**Placement density heat map**

19 x 19 tiles, from black (low) to pale yellow (high), 0 to 100% covered.
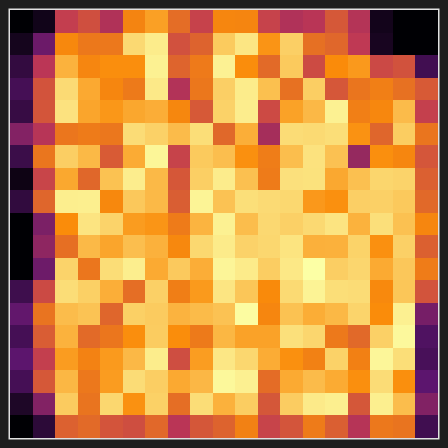
**Congestion heat map**

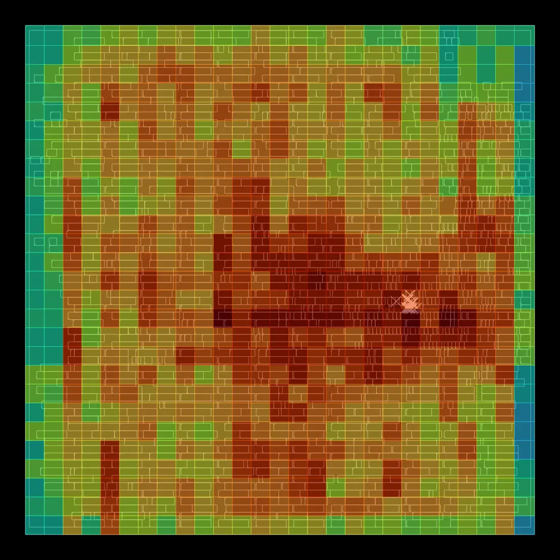
**Sequential cells coloured by netlist name**

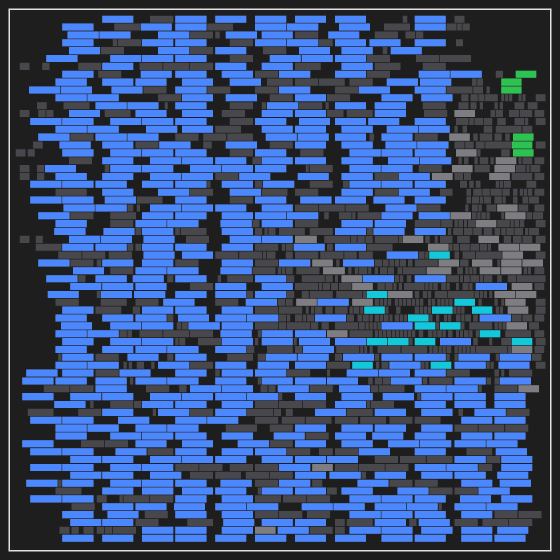
**Placement by cell class**

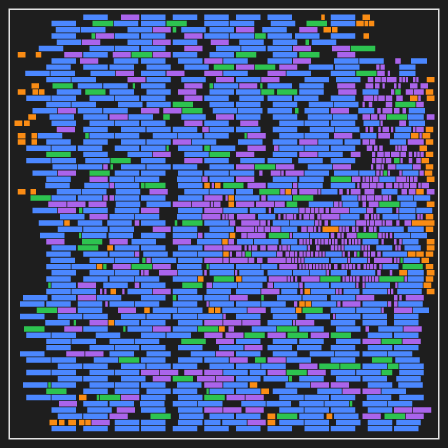
**config.mk**
```make
export PLATFORM = sky130hd
export DESIGN_NAME = spatial_upsampler
export DESIGN_NICKNAME = d
export VERILOG_FILES = /design/src/rtl/upsamp_pkg.sv /design/src/rtl/spatial_upsampler_line_buffer.sv /design/src/rtl/spatial_upsampler.sv
export SDC_FILE = /design/constraint.sdc
export NUM_CORES = 1
export LEC_CHECK = 0
export CAP_MARGIN = 20
export CORE_UTILIZATION = 66
export DETAILED_ROUTE_END_ITERATION = 6
export PLACE_DENSITY = 0.85
export SLEW_MARGIN = 20
export SYNTH_ARGS = -nofsm -noshare
export SYNTH_HDL_FRONTEND = slang
export SYNTH_SLANG_ARGS = --single-unit
```
**constraint.sdc**
```tcl
create_clock -name clk -period 5.8 [get_ports clk]
set_input_delay 1.16 -clock clk [delete_from_list [all_inputs] [get_ports clk]]
set_output_delay 1.16 -clock clk [all_outputs]
set_load 0.1 [all_outputs]
```
**src/rtl/upsamp_pkg.sv**
```systemverilog
// Shared types and config-word helpers for the 2x2 up/down-sampling blocks.
// config_bits packs {nPeriod, nData}, with nData in the low bits.
package upsamp_pkg;

   typedef enum logic [1:0] {IDLE, ROW_A, ROW_B} state_t;

   function automatic int len_config_bits(input int max_ndata, input int max_nperiod);
      return $clog2(max_ndata) + $clog2(max_nperiod);
   endfunction

   function automatic logic [31:0] get_ndata(input logic [31:0] cfg, input int nd_bits);
      return cfg & ((32'd1 << nd_bits) - 32'd1);
   endfunction

   function automatic logic [31:0] get_nperiod(input logic [31:0] cfg, input int nd_bits,
                                               input int np_bits);
      return (cfg >> nd_bits) & ((32'd1 << np_bits) - 32'd1);
   endfunction

endpackage

```
**src/rtl/spatial_upsampler_line_buffer.sv**
```systemverilog
// One-row pixel store: synchronous write, combinational read.
// Contents are not reset; every location is rewritten before it is replayed.
module line_buffer #(
   parameter  int WIDTH = 16,
   parameter  int DEPTH = 32,
   localparam int AW    = $clog2(DEPTH)
) (
   input  logic             clk,
   input  logic             we,
   input  logic [AW-1:0]    waddr,
   input  logic [WIDTH-1:0] wdata,
   input  logic [AW-1:0]    raddr,
   output logic [WIDTH-1:0] rdata
);

   logic [WIDTH-1:0] mem [DEPTH];

   always_ff @(posedge clk) begin
      if (we) mem[waddr] <= wdata;
   end

   assign rdata = mem[raddr];

endmodule

```
**src/rtl/spatial_upsampler.sv**
```systemverilog
// 2x2 nearest-neighbour upsampler: each input row is passed through with every pixel
// doubled (ROW_A) and then replayed doubled from the line buffer (ROW_B).
module spatial_upsampler
   import upsamp_pkg::*;
#(
   parameter  int WIDTH           = 16,
   parameter  int MAX_nData       = 32,
   parameter  int MAX_nPeriod     = 64,
   localparam int LEN_CONFIG_BITS = len_config_bits(MAX_nData, MAX_nPeriod)
) (
   input  logic                       clk,
   input  logic                       rst,
   input  logic                       start,
   input  logic [LEN_CONFIG_BITS-1:0] config_bits,
   input  logic [WIDTH-1:0]           data_in,
   input  logic                       data_in_en,
   output logic                       data_in_ready,
   output logic [WIDTH-1:0]           data_out,
   output logic                       data_out_en,
   output logic                       busy,
   output logic                       done
);

   localparam int ND_W = $clog2(MAX_nData);
   localparam int NP_W = $clog2(MAX_nPeriod);

   state_t            state, state_nx;
   logic [ND_W-1:0]   n_data, col_cnt, cfg_nd;
   logic [NP_W-1:0]   n_period, row_cnt, cfg_np;
   logic [WIDTH-1:0]  hold, lb_rdata;
   logic              pend, rep;
   logic              start_ok, accept, col_last, row_last;

   assign cfg_nd = ND_W'(get_ndata(32'(config_bits), ND_W));
   assign cfg_np = NP_W'(get_nperiod(32'(config_bits), ND_W, NP_W));

   // busy stays high through the done cycle, so a start coincident with done is dropped
   assign start_ok      = start && (state == IDLE) && !busy && (cfg_nd != '0) && (cfg_np != '0);
   assign data_in_ready = (state == ROW_A) && !pend;
   assign accept        = data_in_en && data_in_ready;
   assign col_last      = (col_cnt == n_data - ND_W'(1));
   assign row_last      = (row_cnt == n_period - NP_W'(1));

   line_buffer #(.WIDTH(WIDTH), .DEPTH(MAX_nData)) u_line_buffer (
      .clk   (clk),
      .we    (accept),
      .waddr (col_cnt),
      .wdata (data_in),
      .raddr (col_cnt),
      .rdata (lb_rdata)
   );

   always_ff @(posedge clk) begin
      if (!rst) state <= IDLE;
      else      state <= state_nx;
   end

   always_comb begin
      state_nx = state;
      case (state)
         IDLE:    if (start_ok) state_nx = ROW_A;
         ROW_A:   if (pend && col_last) state_nx = ROW_B;
         ROW_B:   if (rep && col_last) state_nx = row_last ? IDLE : ROW_A;
         default: state_nx = IDLE;
      endcase
   end

   always_ff @(posedge clk) begin
      if (!rst) begin
         n_data      <= '0;
         n_period    <= '0;
         col_cnt     <= '0;
         row_cnt     <= '0;
         hold        <= '0;
         pend        <= 1'b0;
         rep         <= 1'b0;
         busy        <= 1'b0;
         done        <= 1'b0;
         data_out    <= '0;
         data_out_en <= 1'b0;
      end else begin
         data_out    <= '0;
         data_out_en <= 1'b0;
         done        <= 1'b0;
         if (done) busy <= 1'b0;
         case (state)
            IDLE: begin
               if (start_ok) begin
                  n_data   <= cfg_nd;
                  n_period <= cfg_np;
                  busy     <= 1'b1;
                  col_cnt  <= '0;
                  row_cnt  <= '0;
                  pend     <= 1'b0;
                  rep      <= 1'b0;
               end
            end
            ROW_A: begin
               if (pend) begin
                  data_out    <= hold;
                  data_out_en <= 1'b1;
                  pend        <= 1'b0;
                  col_cnt     <= col_last ? '0 : col_cnt + ND_W'(1);
               end else if (accept) begin
                  data_out    <= data_in;
                  data_out_en <= 1'b1;
                  hold        <= data_in;
                  pend        <= 1'b1;
               end
            end
            ROW_B: begin
               // rep selects first/second copy of the current buffered pixel
               data_out    <= lb_rdata;
               data_out_en <= 1'b1;
               rep         <= !rep;
               if (rep) begin
                  col_cnt <= col_last ? '0 : col_cnt + ND_W'(1);
                  if (col_last) begin
                     if (row_last) begin
                        done    <= 1'b1;
                        row_cnt <= '0;
                     end else begin
                        row_cnt <= row_cnt + NP_W'(1);
                     end
                  end
               end
            end
            default: ;
         endcase
      end
   end

endmodule
```
==> CHANGELOG.md <==
### Changed

- Max frequency: approximately 0.23 GHz
- Placed cell areas: roughly 24000 um2
- Max Cap Violations: 0
- Via density: 7.10
- Reg with most FFs: u_line_buffer.mem
- Number of non-clock buffers: 89
- Root Buffer: clkbuf_16
- Non-clock buffer share: 0.0319
- Top cell type by total area after synthesis: edfxtp_1
- Initial antenna violation count: 4
- Drt drc: roughly 55
- Pin count of the biggest net entering global routing: 65
- Filler cells: around 1700
- Vias in the first global route: 12400
- Logic area: 5590 um2
- CTS tree: built
- Fin Hold WS: 456 ps
- Hold Fails Final Rpt: 0
- Status: finished with violations
- Failing checks: design-rule violations
- Post-Syn Area: 22500 um2
- Final period util: 0.739
- Clk slew on worst S/H paths: 60 ps
About 'placement density heat map':
2.5% of the tiles are nearly empty. The fullest tile reaches 100%. The mean over all tiles is 72%. 55% of the tiles are over 75% full.
core area: 33500 um2
Initial Util: 0.672
final core occ: 0.762

About 'congestion heat map':
GR Util met2: 0.517
GRT Resource Usage Total: 0.341

About 'sequential cells coloured by netlist name':
Key: green = `n_period` [sequential cells 6, where north-east]; blue = `u_line_buffer.mem` [sequential cells 512, where spread over the die]; cyan = `hold` [sequential cells 16, where east]
Another 44 sequential cells are not coloured.
register area: 16700 um2
Seq power: 4.68 mW
sequential portion of the cell area: 0.654

About 'placement by cell class':
Key: orange = remaining buffers and delay cells [cells 89]; purple = combinational and other logic [cells 520]; green = clock drivers and dummy loads [cells 104]; blue = sequential cells [cells 578]
# rows: 67
Design Area, Final: 25600 um2

Power is estimated from default activity; no workload was simulated.
